<file path="src/rtl/async_fifo_rd_stream.sv">
// async_fifo_rd_stream
//   Read-side consumer of async_fifo. It pops words from the FIFO read port
//   into a 2-entry registered skid buffer. The words leave the buffer as a
//   valid/ready stream.
//   rinc is built only from the registered occupancy and rempty, so the sink's
//   m_ready never reaches the FIFO pop strobe combinationally.
//   Optional feature: define ASYNC_FIFO_RD_CNT_EN to add the rd_count port,
//   which counts the words delivered on the stream (wraps at 2^CSIZE).
//
//   state    | meaning
//   ---------+--------------------------------------------------------
//   ST_EMPTY | no word buffered; m_valid=0; pops whenever rempty=0
//   ST_ONE   | one word buffered; pop and accept may overlap (1 word/cycle)
//   ST_FULL  | both entries hold words; rinc held low until an accept
module async_fifo_rd_stream #(
  parameter int DSIZE = 8,
  parameter int CSIZE = 16
) (
  input  logic             rclk,
  input  logic             rrst_n,
  input  logic             rempty,
  input  logic [DSIZE-1:0] rdata,
  output logic             rinc,
  output logic [DSIZE-1:0] m_data,
  output logic             m_valid,
  input  logic             m_ready
`ifdef ASYNC_FIFO_RD_CNT_EN
  ,
  output logic [CSIZE-1:0] rd_count
`endif
);

  localparam logic [1:0] ST_EMPTY = 2'd0;
  localparam logic [1:0] ST_ONE   = 2'd1;
  localparam logic [1:0] ST_FULL  = 2'd2;

  logic [1:0]       occ;
  logic [1:0]       occ_nxt;
  logic             wp;
  logic             rp;
  logic [DSIZE-1:0] buf_mem [0:1];
  logic             pop;
  logic             acc;

  // rrst_n gates the pop so that the FIFO is never drained while both sides are held in reset
  assign rinc    = rrst_n && !rempty && (occ != ST_FULL);
  assign m_valid = (occ != ST_EMPTY);
  assign m_data  = buf_mem[rp];
  assign pop     = rinc;
  assign acc     = m_valid && m_ready;

  // Occupancy next-state: +1 on pop only, -1 on accept only, hold on both
  always_comb begin
    occ_nxt = occ;
    case (occ)
      ST_EMPTY: if (pop) occ_nxt = ST_ONE;
      ST_ONE: begin
        if (pop && !acc)      occ_nxt = ST_FULL;
        else if (acc && !pop) occ_nxt = ST_EMPTY;
      end
      ST_FULL:  if (acc) occ_nxt = ST_ONE;
      default:  occ_nxt = ST_EMPTY;
    endcase
  end

  // Occupancy and buffer pointers
  always_ff @(posedge rclk or negedge rrst_n) begin
    if (!rrst_n) begin
      occ <= ST_EMPTY;
      wp  <= 1'b0;
      rp  <= 1'b0;
    end else begin
      occ <= occ_nxt;
      if (pop) wp <= ~wp;
      if (acc) rp <= ~rp;
    end
  end

  // Buffer storage, cleared so m_data reads zero out of reset
  always_ff @(posedge rclk or negedge rrst_n) begin
    if (!rrst_n) begin
      buf_mem[0] <= '0;
      buf_mem[1] <= '0;
    end else if (pop) begin
      buf_mem[wp] <= rdata;
    end
  end

`ifdef ASYNC_FIFO_RD_CNT_EN
  // Delivered-word counter, wraps naturally at 2^CSIZE
  always_ff @(posedge rclk or negedge rrst_n) begin
    if (!rrst_n)  rd_count <= '0;
    else if (acc) rd_count <= rd_count + 1'b1;
  end
`endif

endmodule

</file>
<file path="config.mk">
export PLATFORM = sky130hd
export DESIGN_NAME = async_fifo_rd_stream
export DESIGN_NICKNAME = d
export VERILOG_FILES = /design/src/rtl/async_fifo_rd_stream.sv
export SDC_FILE = /design/constraint.sdc
export NUM_CORES = 1
export LEC_CHECK = 0
export CORE_MARGIN = 1.5
export CORE_UTILIZATION = 50
export DETAILED_ROUTE_END_ITERATION = 8
export GPL_TIMING_DRIVEN = 0
export PLACE_DENSITY = 0.81
export REMOVE_ABC_BUFFERS = 1
export SLEW_MARGIN = 20
export SYNTH_ARGS = -nofsm -noshare
export SYNTH_HDL_FRONTEND = slang
export SYNTH_SLANG_ARGS = --single-unit
</file>
<file path="constraint.sdc">
create_clock -name rclk -period 2 [get_ports rclk]
set_input_delay 0.4 -clock rclk [delete_from_list [all_inputs] [get_ports rclk]]
set_output_delay 0.4 -clock rclk [all_outputs]
set_load 0.02 [all_outputs]
</file>
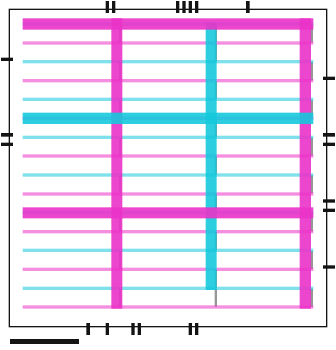
*Power grid*
The bar under the picture is 10 µm long. Pins as bars on the die edge. Tap cells in grey.
VDD: shown in cyan. VSS: shown in magenta.
3 straps on met5. 22 signal pins sit on the boundary. The core has 15 rows. 3 straps on met4.
die width: 45.5 µm
worst vdd rail ir drop: 0.856 mV
vertical die size: 45.5 µm

==> results.cfg <==
; synthesis and place-and-route metrics
[critical_path]
cpLargestDelayFamily = buffers and inverters
max_stage_delay_ns = 0.41
crit_type = input pin to primary output
slowest_stage = clkdlybuf4s50_1
timing.critical_path.arrival_ns = 1.49
required_ns = 1.60
critPathMaxFanout = 3
worstPathBufferInverterCount = 2

[power_and_ir_drop]
clock_power_share_pct = 16.8
swShare_pct = 33.3
combPwrFrac_pct = 45.8
p_leak_uw = 0.000525
share_seq_of_total_power_pct = 37.4
fin_total_pwr_uw = 1910
power_report.internal_total_uw = 1280
power.switching_uw = 636
power_per_cell_area_mw_per_mm2 = 1570

[layout]
antenna-diode-count = 0
utilization_pct = 71.2
area_growth_syn_to_layout_pct = 34.4
layout-drive-gt1-share_pct = 40.0
final_cell_mix = mux2_2 (21), dfrtp_1 (19), clkdlybuf4s50_1 (10), dlygate4sd2_1 (9)
top_logic_cell_by_instance_count_in_the_layout = mux2_2
final-instance-count-excl-fill = 115
fin_nets = 104

[routing]
post_drt_via_cell_ratio = 5.07
first_pass_iters = 5
drcViolationCount = 0
drt_iter0_markers = 7
route.detailed.wl_per_inst_um = 14.3
postRouteAntennaNets = 0
vias = 583

[clock_network]
cts-root-buf = clkbuf_4
cts_max_path_buffers = 2
cts_buffers = 3
clock_latency_ns = 0.29
cts_tree = done
path_clk_slew_ns = 0.11

[timing]
holdWs_ns = 0.503
max_slew.worst_pin.slew_ns = 0.890
rsz0062_at_grt = no
report.final.setup_viol = 0
slew-limit-headroom_pct = 40.5
fmax_mhz = 528
final.setup_skew_ns = 0.00289
timing.final.crit_share_pct = 94.6
final_max_slew_violation_tally = 0

[grt]
grt_pass1_wl_mm = 2.63
grt_start_max_net_pins = 21
grt_util_all_layers_pct = 18.3
antenna_violations_before_repair = 0
globalRouteOverflowTotal = 0

[synth]
syn_inst = 62
post_synthesis_sequential_element_count = 20
synthesized_area_divided_by_synthesized_cell_count_um2 = 14.6
synth_warnings = 0
ys_area_um2 = 905
ys_seq_share_pct = 55.3
post_synth_instance_area_um2 = 905

[floorplanning]
chip_area_mm2 = 0.00207
ios = 22
placement_rows = 15
floorplan.core_util_pct = 53.0

[place]
dpl.cell_count = 107
port_buffers = 21
placed_cell_area_mm2 = 0.00114

[worst_hold_path]
hp-class = flop to flop

[status]
status = completed

[run]
max_cap_violations = 0
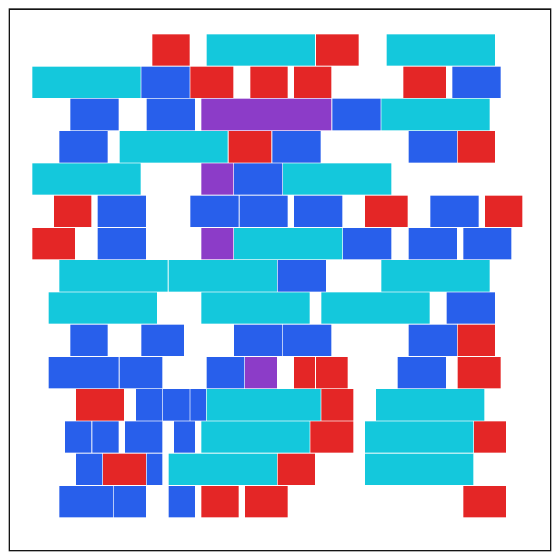
*Placed cells, one colour a class*
combinational and other logic: shown in blue, cells 41, share of their area 34%. flops: shown in cyan, cells 20, share of their area 42%. other buffers and delay cells: shown in red, cells 25, share of their area 19%. clock drivers and dummy loads: shown in purple, cells 4, share of their area 4.4%.
Core Box Area: 0.00171 mm²
Seq area share: 41.3%

## path summary, 6_finish.rpt
| kind | cells after the start | endpoint | slack (ns) | start |
|---|---|---|---|---|
| worst max register to register | 3 | buf_mem[11] | 0.51 | occ[1] |
| worst min register to register | 1 | buf_mem[15] | 0.50 | buf_mem[15] |
| worst min-delay path | 1 | buf_mem[15] | 0.50 | buf_mem[15] |
| max in group asynchronous | 2 | rp | 0.62 | rrst_n |
| min in group asynchronous | 2 | buf_mem[2] | 0.78 | rrst_n |
| worst max-delay path | 4 | rinc | 0.11 | rempty |
## logic make-up after synthesis
logic type                 after synthesis  share of synthesized area (%)
adders and majority gates                1                           1.38
DFF                                     20                           55.3
muxes                                   25                           31.0
xor gates and xnor gates                 2                           1.94
AOI/OAI and AO/OA                        2                           1.24
buffers and inverters                    1                          0.415
and+or+nand+nor                         11                           8.72
## final cells by class
class	count	area [µm²]
Fill cell	128	492
Tap cell	25	31.3
Multi-Input combinational cell	41	403
Clock inverter	1	30.0
Sequential cell	20	502
Clock buffer	3	22.5
Timing Repair Buffer	25	228
## per-stage QoR
step | worst slack (ns) | TNS, ns
global route | 0.0107 | 0
floorplan | 0.357 | 0
global placement | -1.12 | -13.39
detailed placement | -1.13 | -13.58
finish | 0.107 | 0
CTS | 0.0439 | 0
## synth_stat cells, drive strengths merged
library cell | n | area [µm²]
nor2 | 1 | 3.75
nor2b | 2 | 15.0
mux2i | 1 | 10.0
nand2 | 2 | 7.51
dfrtp | 20 | 500
o22ai | 1 | 6.26
xnor2 | 1 | 8.76
xor2 | 1 | 8.76
nand3 | 1 | 10.0
or2 | 1 | 6.26
clkbuf | 1 | 3.75
ha | 1 | 12.5
o21ai | 1 | 5.00
nor3 | 1 | 16.3
mux2 | 24 | 270
nand3b | 1 | 7.51
nand2b | 2 | 12.5
## worst register-to-register path, delay by kind of cell, from the launching register on
kind / cells / cell delay, ns
simple gates: 2 / 0.57
flops: 1 / 0.43
mux: 1 / 0.39
## layer usage
layer  track usage [%]  share of wire, %  vias to the layer above
li1                  -                 -                      277
met1              23.6                46                      293
met2              31.0                51                       11
met3              2.38               2.9                        2
met4              7.06              0.73                        0
met5                 0                 0                        -
## state kept, by name, indices dropped and copies added (netlist names)
register,count
buf_mem,16
occ,2
rp,1
wp,1
## power by group through the flow
stage | Clock, µW | Combinational (µW) | Sequential [µW]
CTS | 326 | 887 | 716
global placement | 0 | 889 | 742
finish | 322 | 876 | 715
detailed placement | 0 | 907 | 756
global route | 345 | 945 | 735
floorplan | 0 | 576 | 712
## timing repair
action                                  CTS  global route
gates resized                            20             1
hold buffers                              1             0
endpoints found under the setup margin   29             1
buffers inserted                          3             0
endpoints found under the hold margin    20             0
gates cloned                              0             0
Power is estimated from default activity; no workload was simulated.
